`src/rtl/interrupt_ctrl_pkg.sv`:
```
// Shared types and constants for the interrupt controller and its sub-blocks.
package interrupt_ctrl_pkg;

    localparam int          INT_NUM_SRC  = 4;
    localparam logic [31:0] INT_VEC_BASE = 32'h0600_FF00;

    typedef enum logic [2:0] {
        IDLE,
        FLUSH,
        VECTOR,
        SERVICE,
        RESTORE
    } int_state_t;

    // Each source owns a 16-byte slot above the vector base.
    function automatic logic [31:0] vec_addr(input logic [1:0] id);
        return INT_VEC_BASE + {26'd0, id, 4'b0000};
    endfunction

endpackage

```
`src/rtl/interrupt_ctrl_if.sv`:
```
// Pipeline-facing signal bundle between the interrupt controller and the core.
interface interrupt_ctrl_if;

    logic        int_allow;
    logic        rin_retire;
    logic [31:0] resume_PC;
    logic [31:0] LR;
    logic [1:0]  FL;
    logic        flush;
    logic        PC_redirect;
    logic [31:0] PC_target;
    logic        restore;
    logic [31:0] LR_before_int;
    logic [1:0]  FL_before_int;

    // The controller commands flushes and redirects; the pipeline reports its status.
    modport master (
        input  int_allow, rin_retire, resume_PC, LR, FL,
        output flush, PC_redirect, PC_target, restore, LR_before_int, FL_before_int
    );

    modport slave (
        output int_allow, rin_retire, resume_PC, LR, FL,
        input  flush, PC_redirect, PC_target, restore, LR_before_int, FL_before_int
    );

endinterface

```
`src/rtl/interrupt_ctrl_prio_enc.sv`:
```
// Fixed-priority 4-to-2 encoder; bit 0 wins, valid is low when no bit is set.
module int_prio_enc (
    input  logic [3:0] req,
    output logic [1:0] id,
    output logic       valid
);

    always_comb begin
        id    = 2'd0;
        valid = 1'b1;
        if (req[0])      id = 2'd0;
        else if (req[1]) id = 2'd1;
        else if (req[2]) id = 2'd2;
        else if (req[3]) id = 2'd3;
        else             valid = 1'b0;
    end

endmodule

```
`src/rtl/interrupt_ctrl.sv`:
```
// Non-nesting interrupt controller: flush, vector, service, restore.
// Define INT_MASK_EN to add the writable per-source enable mask.
module interrupt_ctrl
    import interrupt_ctrl_pkg::*;
(
    input  logic                   clk,
    input  logic                   rst,
    input  logic [INT_NUM_SRC-1:0] irq_req,
`ifdef INT_MASK_EN
    input  logic                   mask_wr,
    input  logic [INT_NUM_SRC-1:0] mask_data,
`endif
    interrupt_ctrl_if.master       bus,
    output logic                   in_service,
    output logic [1:0]             irq_id
);

    int_state_t             state;
    logic [INT_NUM_SRC-1:0] pending;
    logic [INT_NUM_SRC-1:0] enabled;
    logic [INT_NUM_SRC-1:0] pend_eff;
    logic [INT_NUM_SRC-1:0] candidates;
    logic [INT_NUM_SRC-1:0] win_onehot;
    logic [1:0]             win_id;
    logic                   win_valid;
    logic                   accept;
    logic [31:0]            saved_PC;

`ifdef INT_MASK_EN
    logic [INT_NUM_SRC-1:0] mask;

    always_ff @(posedge clk) begin
        if (rst)          mask <= '1;
        else if (mask_wr) mask <= mask_data;
    end

    assign enabled = mask;
`else
    assign enabled = '1;
`endif

    // A request arriving this cycle is eligible immediately, so entry costs one edge.
    assign pend_eff   = pending | irq_req;
    assign candidates = pend_eff & enabled;

    int_prio_enc u_prio_enc (
        .req   (candidates),
        .id    (win_id),
        .valid (win_valid)
    );

    assign accept     = (state == IDLE) && bus.int_allow && win_valid;
    assign win_onehot = accept ? (4'b0001 << win_id) : 4'b0000;

    always_ff @(posedge clk) begin
        if (rst) begin
            state             <= IDLE;
            pending           <= '0;
            irq_id            <= 2'd0;
            saved_PC          <= 32'd0;
            in_service        <= 1'b0;
            bus.flush         <= 1'b0;
            bus.PC_redirect   <= 1'b0;
            bus.PC_target     <= 32'd0;
            bus.restore       <= 1'b0;
            bus.LR_before_int <= 32'd0;
            bus.FL_before_int <= 2'd0;
        end else begin
            pending <= pend_eff & ~win_onehot;
            case (state)
                IDLE: begin
                    if (accept) begin
                        state      <= FLUSH;
                        irq_id     <= win_id;
                        in_service <= 1'b1;
                        bus.flush  <= 1'b1;
                    end
                end
                FLUSH: begin
                    saved_PC          <= bus.resume_PC;
                    bus.LR_before_int <= bus.LR;
                    bus.FL_before_int <= bus.FL;
                    bus.flush         <= 1'b0;
                    bus.PC_redirect   <= 1'b1;
                    bus.PC_target     <= vec_addr(irq_id);
                    state             <= VECTOR;
                end
                VECTOR: begin
                    bus.PC_redirect <= 1'b0;
                    bus.PC_target   <= 32'd0;
                    state           <= SERVICE;
                end
                SERVICE: begin
                    if (bus.rin_retire) begin
                        bus.restore     <= 1'b1;
                        bus.flush       <= 1'b1;
                        bus.PC_redirect <= 1'b1;
                        bus.PC_target   <= saved_PC;
                        state           <= RESTORE;
                    end
                end
                RESTORE: begin
                    bus.restore     <= 1'b0;
                    bus.flush       <= 1'b0;
                    bus.PC_redirect <= 1'b0;
                    bus.PC_target   <= 32'd0;
                    in_service      <= 1'b0;
                    state           <= IDLE;
                end
                default: state <= IDLE;
            endcase
        end
    end

endmodule

```
`src/flat_wrapper.sv`:
```
// flat-port wrapper written by rule: the top's interface ports become plain ports
module interrupt_ctrl_flat import interrupt_ctrl_pkg::*;
  (clk, rst, irq_req, in_service, irq_id, bus_int_allow, bus_rin_retire, bus_resume_PC, bus_LR, bus_FL, bus_flush, bus_PC_redirect, bus_PC_target, bus_restore, bus_LR_before_int, bus_FL_before_int);
  interrupt_ctrl_if bus_i ();
  input  logic clk;
  input  logic rst;
  input  logic [INT_NUM_SRC-1:0] irq_req;
  output logic in_service;
  output logic [1:0] irq_id;
  input wire logic [$bits(bus_i.int_allow)-1:0] bus_int_allow;
  input wire logic [$bits(bus_i.rin_retire)-1:0] bus_rin_retire;
  input wire logic [$bits(bus_i.resume_PC)-1:0] bus_resume_PC;
  input wire logic [$bits(bus_i.LR)-1:0] bus_LR;
  input wire logic [$bits(bus_i.FL)-1:0] bus_FL;
  output wire logic [$bits(bus_i.flush)-1:0] bus_flush;
  output wire logic [$bits(bus_i.PC_redirect)-1:0] bus_PC_redirect;
  output wire logic [$bits(bus_i.PC_target)-1:0] bus_PC_target;
  output wire logic [$bits(bus_i.restore)-1:0] bus_restore;
  output wire logic [$bits(bus_i.LR_before_int)-1:0] bus_LR_before_int;
  output wire logic [$bits(bus_i.FL_before_int)-1:0] bus_FL_before_int;
  assign bus_i.int_allow = bus_int_allow;
  assign bus_i.rin_retire = bus_rin_retire;
  assign bus_i.resume_PC = bus_resume_PC;
  assign bus_i.LR = bus_LR;
  assign bus_i.FL = bus_FL;
  assign bus_flush = bus_i.flush;
  assign bus_PC_redirect = bus_i.PC_redirect;
  assign bus_PC_target = bus_i.PC_target;
  assign bus_restore = bus_i.restore;
  assign bus_LR_before_int = bus_i.LR_before_int;
  assign bus_FL_before_int = bus_i.FL_before_int;
  interrupt_ctrl u_core (.clk(clk), .rst(rst), .irq_req(irq_req), .bus(bus_i), .in_service(in_service), .irq_id(irq_id));
endmodule
```
`config.mk`:
```
export PLATFORM = sky130hd
export DESIGN_NAME = interrupt_ctrl_flat
export DESIGN_NICKNAME = d
export VERILOG_FILES = /design/src/rtl/interrupt_ctrl_pkg.sv /design/src/rtl/interrupt_ctrl_if.sv /design/src/rtl/interrupt_ctrl_prio_enc.sv /design/src/rtl/interrupt_ctrl.sv /design/src/flat_wrapper.sv
export SDC_FILE = /design/constraint.sdc
export NUM_CORES = 1
export LEC_CHECK = 0
export CAP_MARGIN = 20
export CELL_PAD_IN_SITES_DETAIL_PLACEMENT = 0
export CELL_PAD_IN_SITES_GLOBAL_PLACEMENT = 1
export CORE_MARGIN = 10
export CORE_UTILIZATION = 32
export DETAILED_ROUTE_END_ITERATION = 10
export PLACE_DENSITY_LB_ADDON = 0.2
export RECOVER_POWER = 50
export SLEW_MARGIN = 30
export SYNTH_ARGS = -nofsm -noshare
export SYNTH_HDL_FRONTEND = slang
export SYNTH_HIERARCHICAL = 1
export SYNTH_SLANG_ARGS = --single-unit
```
`constraint.sdc`:
```
create_clock -name clk -period 1.6 [get_ports clk]
set_input_delay 0.32 -clock clk [delete_from_list [all_inputs] [get_ports clk]]
set_output_delay 0.32 -clock clk [all_outputs]
set_load 0.005 [all_outputs]
```
### Clock distribution

(2 px per um)
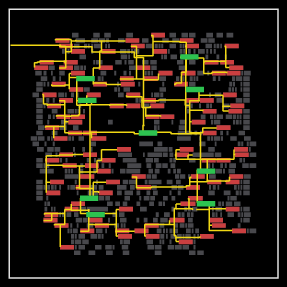
flip-flops -> red  # count 111
clock drivers -> green  # count 9
clock wires -> yellow  # length 1370 um
flops lie = all over the die
clock skew: 4.42 ps
Clk. pwr: 2410 uW

### Routed metal, one color a layer

(3 px per um)
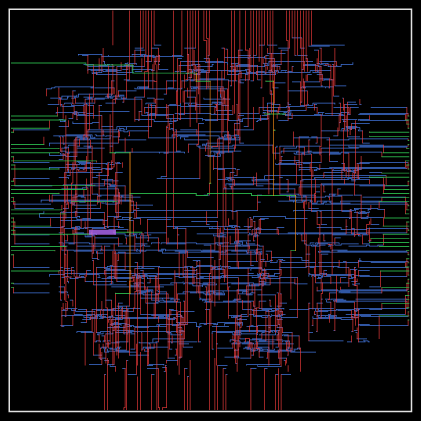
metal 2 -> red  # wire length 5420 um
metal 1 -> blue  # wire length 6000 um
metal 3 -> green  # wire length 733 um
metal 5 -> purple  # wire length 7.40 um
metal 4 -> orange  # wire length 141 um

### Metal 4

(3 px per um) Cells faint in the background.
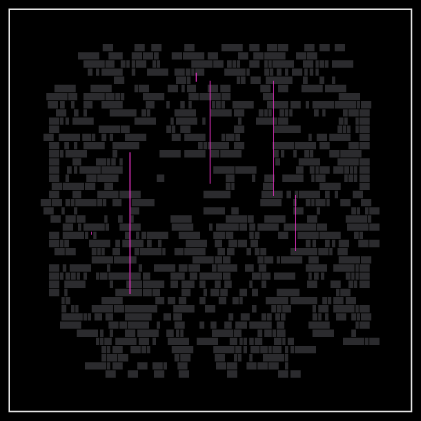
share of all routed wire = 1.1%
wire length on this layer = 141 um
main direction = vertical
longest straight run = 46.9 um

==> impl_metrics.tcl <==
# place-and-route summary
set metrics [dict create \
    status "completed" \
    drive_gt1_frac 0.104 \
    rsz0062_at_grt "false" \
    path_depth 1 \
    ys_cells 475 \
    grt_busiest_layer "met2" \
    stdcell_count 798 \
    worstSetupStartpointType "register" \
    topCellsByArea "dfxtp_1, nand2_1, a21oi_1, a22o_1, a2111oi_0" \
    inv_count 6 \
    power_switching_share 0.246 \
    drtPass1Iterations 4 \
    fin_nets 695 \
    grt_usage 0.135 \
    ff2ff_setup_slack_ps 80 \
    comb_share 0.272 \
    post-route-util 0.497 \
    nFillCells 1257 \
    fin_ws_ps 52.1 \
    ys_seq_frac 0.538 \
    grt.overflow.total 0 \
    reg2reg_to "u_core/bus.PC_target[23]" \
    logic_area_mm2 0.00171 \
    ant_nets 0 \
    min_from "rst" \
    critPathCaptureType "output port" \
    reg_top3 "u_core/bus.LR_before_int x32, u_core/bus.PC_target x32, u_core/saved_PC x32" \
    nonClkBufAreaFrac 0.284 \
    clkPwrFrac 0.359 \
    internal-power_uw 5050 \
    adder_share 0 \
    max-cap-violations 0 \
    hold_depth 2 \
    dominant_cells "flip-flops and latches" \
    core_region_area_mm2 0.0126 \
    critPathLaunch "u_core/bus.PC_target[4]" \
    whs_endpoint "u_core/bus.LR_before_int[9]" \
    fp.dieW_um 134 \
    clk_latency_ps 350 \
    hold_path.class "in -> reg" \
    switching_power_uw 1650 \
    crit_slowest_cell "clkdlybuf4s50_1" \
    clkTransAtPathRegs_ps 70 \
    nWellTaps 172 \
    route.met2.wl_um 5420 \
    tool_warnings 26 \
    drc_errors 0 \
    path_class "reg -> out" \
    ys_types 41 \
    pre_cts_slack_ps -318 \
    layout_top_cells "nand2_1, clkdlybuf4s50_1, dfxtp_1" \
    ff_count 111 \
    fp_util 0.327 \
    powerComb_uw 1220 \
    vias 3779 \
    worst_pin_slew_ps 419 \
    slew_viol_final 0 \
    timing.hold.ws_ps 375 \
    regArea_mm2 0.00223 \
    seq_power_uw 3070 \
    max_stage_delay_ps 550 \
    crit_buf_inv 1 \
    met1_usage 0.176 \
    grt_max_degree 39 \
    syn_to_final_growth_pct 52.0 \
    top_area_cell "dfxtp_1" \
    synth_cells 475 \
    crit_end "bus_PC_target[4]" \
    logic_gates 319 \
    sh_seq_area 0.355 \
    grt_pass1_vias 3758 \
    top_cell_area_share 0.538 \
    die_height_um 134 \
    grt_pass1_wl_um 19700 \
    clock_cell_area_share 0.0514 \
    fin_crit_sh 0.967 \
    antenna_found_initial 1 \
    ff2ff_path_depth 5 \
]
## cells in the mapped netlist
library cell,instances
nand2b_1,3
buf_1,2
a21oi_2,1
a211oi_1,12
inv_1,6
and3b_1,2
a2111oi_0,11
nor4_1,1
xnor2_1,1
o21ai_0,1
o21a_1,1
or2_1,1
a21boi_0,1
or2_2,1
a311oi_1,2
or3b_1,3
o21bai_1,1
clkbuf_1,12
nor2b_1,1
nand4b_1,1
a22o_1,20
nor2_1,11
buf_6,2
nand2_1,144
buf_4,8
o21ai_1,2
nor3_1,6
a21o_1,2
a31oi_1,5
a31oi_4,1
a2bb2oi_1,1
and3_1,1
nand3b_1,3
buf_2,15
o21ai_2,1
or3_4,1
nand3b_2,1
a21oi_1,72
dfxtp_1,111
nand3_1,2
nor3b_2,2
No activity file was given, so power comes from the tool's default toggle rates.
